**src/rtl/mbc1_cart_responder.sv**
```systemverilog
// MBC1 cartridge responder: decodes host bus cycles, maps ROM/RAM banks and
// serves reads from synchronous memories with a fixed two-clock read latency.
module mbc1_cart_responder #(
   parameter int unsigned ROM_AW = 21,
   parameter int unsigned RAM_AW = 15
) (
   input  logic              clk_8m,
   input  logic              rst,
   input  logic [15:0]       cart_a,
   input  logic [7:0]        cart_d_in,
   output logic [7:0]        cart_d_out,
   output logic              cart_d_oe,
   input  logic              cart_ncs,
   input  logic              cart_nrd,
   input  logic              cart_nwr,
   output logic [ROM_AW-1:0] rom_addr,
   output logic              rom_rd,
   input  logic [7:0]        rom_rdata,
   output logic [RAM_AW-1:0] ram_addr,
   output logic              ram_rd,
   output logic              ram_wr,
   output logic [7:0]        ram_wdata,
   input  logic [7:0]        ram_rdata
);

   typedef enum logic [1:0] {StIdle, StRd, StHold} state_t;

   // Where RD-state data comes from; SrcNone leaves the bus undriven.
   typedef enum logic [1:0] {SrcRom, SrcRam, SrcFf, SrcNone} src_t;

   state_t     state;
   src_t       src;
   logic [4:0] bank1;
   logic [1:0] bank2;
   logic       mode;
   logic       ram_en;

   logic       strobe;
   logic       is_read;
   logic       is_write;
   logic       sel_rom;
   logic       sel_ram;
   logic       sel_high;
   logic       start;
   logic [1:0] hi_bank;
   logic [6:0] rom_bank;

   // Bus decode; a read wins when both strobes are low.
   always_comb begin
      strobe   = ~cart_ncs & (~cart_nrd | ~cart_nwr);
      is_read  = ~cart_nrd;
      is_write = cart_nrd & ~cart_nwr;
      sel_rom  = ~cart_a[15];
      sel_ram  = (cart_a[15:13] == 3'b101);
      sel_high = (cart_a[15:14] == 2'b11);
      start    = ~rst & (state == StIdle) & strobe;
   end

   // Bank mapping; bank2 only reaches the low ROM window and RAM in mode 1.
   always_comb begin
      hi_bank  = mode ? bank2 : 2'b00;
      rom_bank = cart_a[14] ? {bank2, bank1} : {hi_bank, 5'b00000};
      rom_addr = ROM_AW'({rom_bank, cart_a[13:0]});
      ram_addr = RAM_AW'({hi_bank, cart_a[12:0]});
   end

   // Memory requests are single-cycle pulses issued only from IDLE.
   always_comb begin
      rom_rd    = start & is_read & sel_rom;
      ram_rd    = start & is_read & sel_ram & ram_en;
      ram_wr    = start & is_write & sel_ram & ram_en;
      ram_wdata = cart_d_in;
   end

   // Access FSM, MBC1 register file and registered data-bus outputs.
   always_ff @(posedge clk_8m) begin
      if (rst) begin
         state      <= StIdle;
         src        <= SrcNone;
         bank1      <= 5'd1;
         bank2      <= 2'd0;
         mode       <= 1'b0;
         ram_en     <= 1'b0;
         cart_d_out <= 8'hFF;
         cart_d_oe  <= 1'b0;
      end else begin
         case (state)
            StIdle: begin
               if (strobe) begin
                  if (is_read) begin
                     state <= StRd;
                     if (sel_rom) begin
                        src <= SrcRom;
                     end else if (sel_ram) begin
                        src <= ram_en ? SrcRam : SrcFf;
                     end else if (sel_high) begin
                        src <= SrcNone;
                     end else begin
                        src <= SrcFf;
                     end
                  end else begin
                     // Write acts once here; HOLD absorbs the rest of the strobe.
                     state <= StHold;
                     if (sel_rom) begin
                        unique case (cart_a[14:13])
                           2'b00: ram_en <= (cart_d_in[3:0] == 4'hA);
                           2'b01: bank1  <= (cart_d_in[4:0] == 5'd0) ? 5'd1 : cart_d_in[4:0];
                           2'b10: bank2  <= cart_d_in[1:0];
                           2'b11: mode   <= cart_d_in[0];
                           default: ;
                        endcase
                     end
                  end
               end
            end
            StRd: begin
               if (!strobe) begin
                  // Host gave up early: capture nothing.
                  state <= StIdle;
               end else begin
                  state     <= StHold;
                  cart_d_oe <= (src != SrcNone);
                  case (src)
                     SrcRom:  cart_d_out <= rom_rdata;
                     SrcRam:  cart_d_out <= ram_rdata;
                     default: cart_d_out <= 8'hFF;
                  endcase
               end
            end
            StHold: begin
               if (!strobe) begin
                  state     <= StIdle;
                  cart_d_oe <= 1'b0;
               end
            end
            default: state <= StIdle;
         endcase
      end
   end

endmodule

```
**config.mk**
```make
export PLATFORM = sky130hd
export DESIGN_NAME = mbc1_cart_responder
export DESIGN_NICKNAME = d
export VERILOG_FILES = /design/src/rtl/mbc1_cart_responder.sv
export SDC_FILE = /design/constraint.sdc
export NUM_CORES = 1
export LEC_CHECK = 0
export CAP_MARGIN = 20
export CELL_PAD_IN_SITES_DETAIL_PLACEMENT = 2
export CELL_PAD_IN_SITES_GLOBAL_PLACEMENT = 2
export CORE_ASPECT_RATIO = 0.75
export CORE_MARGIN = 2
export CORE_UTILIZATION = 16
export DETAILED_ROUTE_END_ITERATION = 16
export GPL_TIMING_DRIVEN = 1
export HOLD_SLACK_MARGIN = 0.02
export PLACE_DENSITY = 0.85
export SYNTH_ARGS = -nofsm -noshare
export SYNTH_HDL_FRONTEND = slang
export SYNTH_SLANG_ARGS = --single-unit
```
**constraint.sdc**
```tcl
create_clock -name clk_8m -period 1.5 [get_ports clk_8m]
set_input_delay 0.3 -clock clk_8m [delete_from_list [all_inputs] [get_ports clk_8m]]
set_output_delay 0.3 -clock clk_8m [all_outputs]
set_load 0.05 [all_outputs]
```
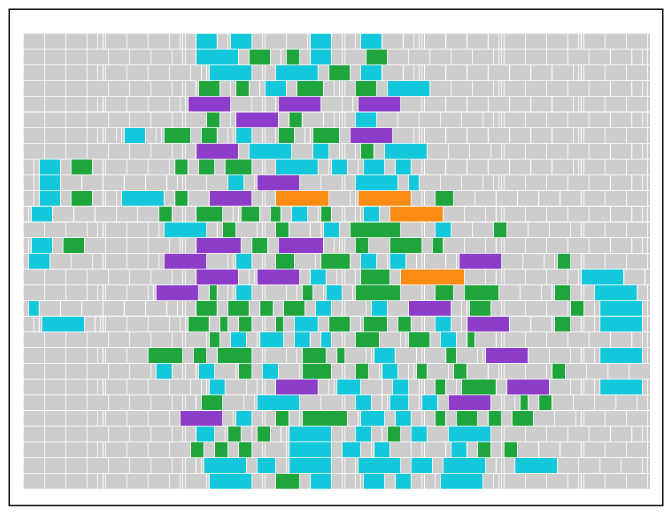
Figure 1: run 1, placement by cell class.
Fill, decap, tap and diode cells in gray.
[orange] clock drivers and dummy loads | cells: 4
[green] remaining logic cells | cells: 96
[purple] registers | cells: 22
[cyan] remaining buffers and delay cells | cells: 95
fin util: 30.8%
fin area: 2640 µm²
CORE AREA: 8560 µm²
row cnt: 29
register share of the cell area: 16.8%

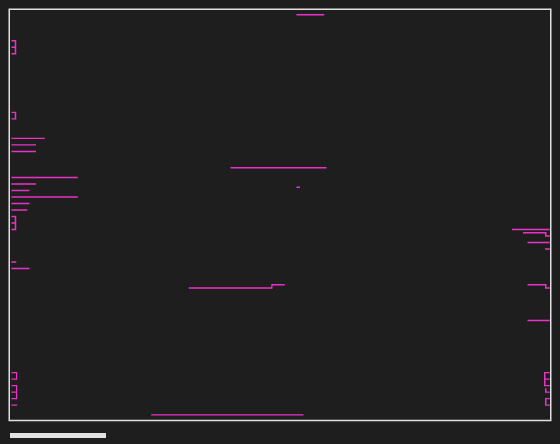
Figure 2: run 1, met3 routing.
The bar under the picture is 20 µm long.
wire length on this layer: 199 µm
share of all routed wire: 3.6%
longest straight run: 31.5 µm
vias post-DR: 1378
met3 Use GR: 2.19%
final WL: 5560 µm

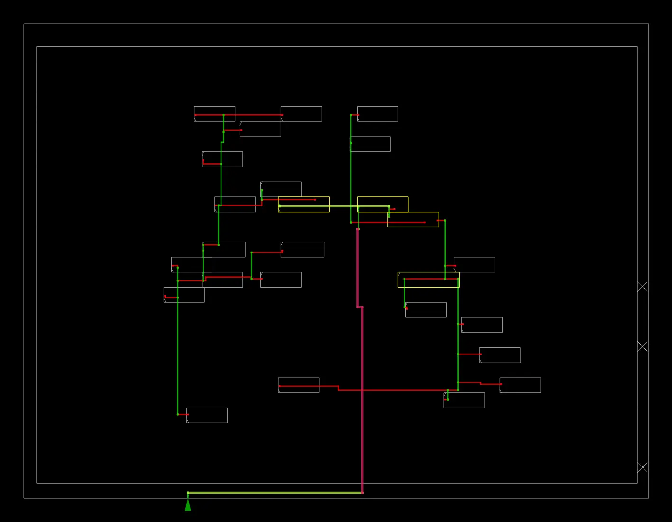
Figure 3: run 1, clock nets.
clk latency late pin: 250 ps
FFs & Latches: 22

==> reports/results.tsv, run 1 <==
stage	metric	value	unit
timing	fin_skew	1.68	ps
final_layout	layout_top_cells_excl_fill_tap	buf_4 (36), buf_12 (28), dfxtp_1 (20), clkdlybuf4s50_1 (20), mux2i_1 (13)	
clocking	root_buffer	clkbuf_16	
worst_setup_path	crit_family	simple AND/OR/NAND/NOR gates	
clocking	post_cts_buffers	5	
place	dp_slack	-769	ps
power	pg_seq	602	µW
worst_setup_path	path_buffers	1	
final_layout	mostFrequentLayoutCell	buf_4	
clocking	cts_tree	yes	
floorplan	die_h	85.7	µm
clocking	clk_pin_slew_worst_paths	60	ps
yosys	yosysWarningCount	0	
final_layout	diodes	0	
power	p_leak	0.00108	µW
yosys	logic_family	buffers and inverters	
power	ir_worst_vdd	0.000363	V
detailed_routing	wl_met2	3060	µm
detailed_routing	firstDrtPassIters	12	
worst_setup_path	cp.arrival	1480	ps
detailed_routing	wl_met1	2250	µm
worst_hold_path	holdCritPathClass	flop to flop	
floorplan	ios	101	
clocking	cts_buffers	3	
detailed_routing	ant_nets	0	
timing	fin_setup_tns	-1190	ps
timing	slew-limit-headroom	75.4	%
detailed_routing	met3_length	199	µm
clocking	clock-sinks	22	
power	combPwrFrac	24.0	%
timing	hold_violations	0	
power	maxPowerGroup	the clock network	
global_route	met2_usage	23.3	%
global_route	grtUsageMet1	13.1	%
yosys	synth_adder_area_share	0	%
power	powerComb	430	µW
run_status	status	finished, violations left	
yosys	ys_top_cells_by_count	buf_4 (35), dfxtp_1 (22), mux2i_1 (14)	
global_route	grt.overflow.total	0	
worst_setup_path	r2r_start	state[1]$_SDFFE_PP0P_	
yosys	area_leaders	dfxtp_1 (31%), buf_4 (18%), mux2i_1 (9.9%)	
yosys	ys_async_sr_fraction	0	%
detailed_routing	dr.max_layer_used	met4	
timing	finalClockPeriodUsage	119	%
final_layout	area_delta_synth_final	85.5	%
final_layout	fillCellCount	925	
yosys	top_area_cell	dfxtp_1	
yosys	top_cell_area_share	31.0	%
timing	fin_ws	-282	ps
worst_hold_path	hp-start	bank1[2]$_SDFFE_PP0P_	
place	numPortBuffers	55	
timing	worst_slew_pin_slew	369	ps
yosys	fp_nets	209	
timing	setup_viol	6	
yosys	yosysCellCount	164	
clocking	post_cts_resized	30	
worst_setup_path	required	1200	ps
global_route	grt_pass1_wl	8960	µm
worst_setup_path	cp_max_fo	4	
worst_setup_path	slowest_stage	or4_4	
worst_hold_path	hold_depth	2	
yosys	synthCells	164	
run_status	violations	design-rule violations, negative setup slack	
timing	slew_violations	0	
power	p_seq_share	33.7	%
global_route	antenna_found_initial	0	
yosys	edf_count	0	
detailed_routing	routed_via_density	4.24	
detailed_routing	drt_first_iter_violations	29	
detailed_routing	drc	3	
[run 1: layout make-up]
type / count / area (µm²) / area share (%)
multi-input cells: 94 / 822 / 31.2
repair buffers: 95 / 1130 / 42.7
well taps: 108 / 135 / 5.12
inverters: 2 / 7.51 / 0.284
flip-flops and latches: 22 / 443 / 16.8
clock inverters: 1 / 30.0 / 1.14
clock buffers: 3 / 75.1 / 2.84
[run 1: stage by stage]
| stage | cells | cell area [µm²] | util, % | power, µW |
|---|---|---|---|---|
| final | 325 | 2640 | 30.8 | 1790 |
| after floorplan | 164 | 1470 | - | 985 |
| after global routing | 325 | 2640 | 30.8 | 1870 |
| after global placement | 318 | 2400 | 28.1 | 1000 |
| after detailed placement | 318 | 2400 | 28.1 | 1020 |
| after CTS | 326 | 2600 | 30.3 | 1810 |
Figure 4. Routed metal per tile (run 1).
The bar under the picture is 20 µm long. 23 x 17 tiles, from dark blue (low) to red (high), scaled to the fullest tile. Values are wire area over tile area, all layers added.
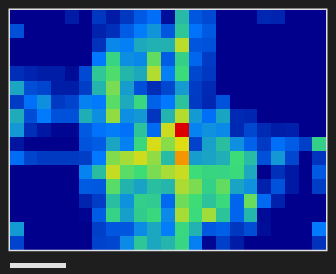

==> run 2: changes to the inputs <==
- CELL_PAD_IN_SITES_DETAIL_PLACEMENT: 2 -> unset
- CELL_PAD_IN_SITES_GLOBAL_PLACEMENT: 2 -> unset
- CORE_UTILIZATION: 16 -> 30
- PLACE_DENSITY: 0.85 -> 0.83
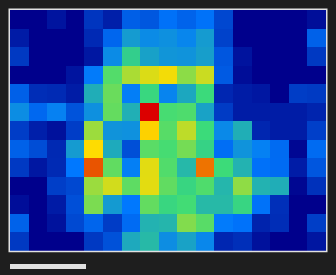
Figure 5: run 2, routed metal per tile.
The bar under the picture is 20 µm long. 17 x 13 tiles, from dark blue (low) to red (high), scaled to the fullest tile. Values are wire area over tile area, all layers added.
fullest tile: 0.50
densest ninth of the die: middle
nearly empty tiles: 19%
mean over tiles: 0.12
emptiest ninth of the die: top right
Total Routing Usage GR: 15.5%
vias post-DR: 1348
drt wl/cell: 15.1 µm
final WL: 4080 µm

==> reports/results.tsv, run 2 <==
stage	metric	value	unit
place	placed_cell_area	2320	µm²
worst_setup_path	setup.worst_path.start_class	input pin	
clocking	insertion_delay	260	ps
power	pg_seq	609	µW
timing	fin_setup_tns	-803	ps
yosys	synthCells	164	
global_route	grt_pass1_vias	1375	
power	p_leak	0.00103	µW
power	intPower	1040	µW
power	ir_worst_vdd	0.000573	V
yosys	syn_area_per_cell	8.67	µm²
place	dp_cells	266	
detailed_routing	dr.max_layer_used	met4	
global_route	grtUsageMet1	18.8	%
global_route	grt_max_degree	13	
place	numPortBuffers	55	
detailed_routing	routed_via_density	4.99	
clocking	htreeDepth	1	
worst_setup_path	cpPeakStageDelay	580	ps
clocking	cts_tree	yes	
yosys	yosysCellCount	164	
power	p_seq_share	42.7	%
timing	timing.fmax	0.565	GHz
detailed_routing	drt_first_iter_violations	30	
final_layout	final_core_util	53.8	%
run_status	status	finished, violations left	
timing	slew-limit-headroom	61.5	%
final_layout	largest_register_ffs	8	
clocking	post_cts_resized	20	
global_route	grt.overflow.total	0	
final_layout	area_delta_synth_final	70.9	%
yosys	edf_count	0	
yosys	mux_share	9.85	%
timing	finalClockPeriodUsage	118	%
worst_setup_path	cp-startpoint	cart_nrd	
worst_hold_path	holdCritPathClass	flop to flop	
final_layout	stdcell_area	2430	µm²
yosys	ys_seq_share	31.0	%
clocking	root_buffer	clkbuf_8	
final_layout	top_register	cart_d_out	
final_layout	diodes	0	
place	dp_hpwl	3130	µm
detailed_routing	wl_met1	1780	µm
run_status	violations	negative setup slack	
clocking	holdBufCountCts	0	
floorplan	ios	101	
yosys	top_cell_area_share	31.0	%
worst_setup_path	cp.arrival	1470	ps
worst_setup_path	cp_max_fo	4	
power	finalPower	1420	µW
floorplan	fp_util	31.5	%
worst_setup_path	cp-end-kind	output port	
power	powerComb	386	µW
yosys	top_area_cell	dfxtp_1	
timing	worst_slew_pin_slew	575	ps
yosys	ys_top_cells_by_count	buf_4 (35), dfxtp_1 (22), mux2i_1 (14)	
detailed_routing	wl_met2	2070	µm
worst_setup_path	slowest_stage	or4_4	
clocking	clock-sinks	22	
timing	fin_skew	3.70	ps
clocking	cts_buffers	3	
yosys	synth_cell_type_count	31	
worst_setup_path	crit_type	input pin to output port	
floorplan	die_h	63.6	µm
run	tool_warnings	29	
final_layout	layout_top_cells_excl_fill_tap	buf_4 (34), buf_12 (27), dfxtp_1 (21), clkdlybuf4s50_1 (21), mux2i_1 (14)	
floorplan	core	4520	µm²
clocking	clk_pin_slew_worst_paths	80	ps
detailed_routing	met3_length	168	µm
power	p_switching	387	µW
timing	slew_violations	0	
timing	hold_violations	0	
yosys	yosysWarningCount	0	
detailed_routing	firstDrtPassIters	4	
yosys	synth_adder_area_share	0	%
yosys	logic_family	buffers and inverters	
detailed_routing	drc	0	
power	combPwrFrac	27.1	%
clocking	post_cts_buffers	0	
final_layout	fillCellCount	388	
global_route	met2_usage	28.4	%
final_layout	top_regs	cart_d_out (8), bank1 (5)	
yosys	ys.flops	22	
yosys	yosys.area_share.simple	20.9	%
global_route	antenna_found_initial	0	
floorplan	num_rows	21	
place	dp_slack	-637	ps
yosys	area_leaders	dfxtp_1 (31%), buf_4 (18%), mux2i_1 (9.9%)	
yosys	xor_share	0	%
clocking	cts_buffer_depth	2	
worst_setup_path	crit_family	simple AND/OR/NAND/NOR gates	
worst_setup_path	path_buffers	2	
final_layout	drive_gt1_share	39.9	%
worst_setup_path	required	1200	ps
global_route	grt_pass1_wl	6710	µm
global_route	grtUsageMet3	2.62	%
yosys	ys_sh_aoi	16.3	%
power	netSwitchingFraction	27.2	%
yosys	ff_type	dfxtp_1	
timing	finalCriticalPeriod	1770	ps
timing	fin_ws	-271	ps
power	power_density	586	nW/µm²
final_layout	fin_cells	270	
yosys	ys_async_sr_fraction	0	%
detailed_routing	ant_nets	0	
yosys	fp_nets	209	
worst_hold_path	hp-start	bank1[3]$_SDFFE_PP0P_	
timing	setup_viol	3	
worst_setup_path	r2r_start	state[1]$_SDFFE_PP0P_	
yosys	yosys.cell_count.top_type	buf_4	
power	maxPowerGroup	sequential cells	
final_layout	mostFrequentLayoutCell	buf_4	
power	power_frac_clock	30.2	%
worst_setup_path	reg2reg_slack	10	ps
==> run 2: layout make-up <==
class	count	area, µm²	area share [%]
timing repair buffer	91	1090	44.9
multi-input combinational	94	763	31.4
tap	57	71.3	2.93
inverter	2	7.51	0.309
sequential	22	442	18.2
clock buffer	4	55.1	2.26
==> run 2: kinds of logic after synthesis <==
| kind of cell | after synthesis |
|---|---|
| AOI/OAI and AO/OA | 34 |
| buffers and inverters | 48 |
| DFF | 22 |
| muxes | 14 |
| and+or+nand+nor | 46 |
==> run 2: final timing paths <==
kind,end,cells after the start
hold / removal,bank1[3]$_SDFFE_PP0P_,2
setup reg to reg,src[1]$_SDFFE_PP1P_,3
setup / recovery,ram_rd,4
hold reg to reg,bank1[3]$_SDFFE_PP0P_,2
No activity file was given, so power comes from the tool's default toggle rates.
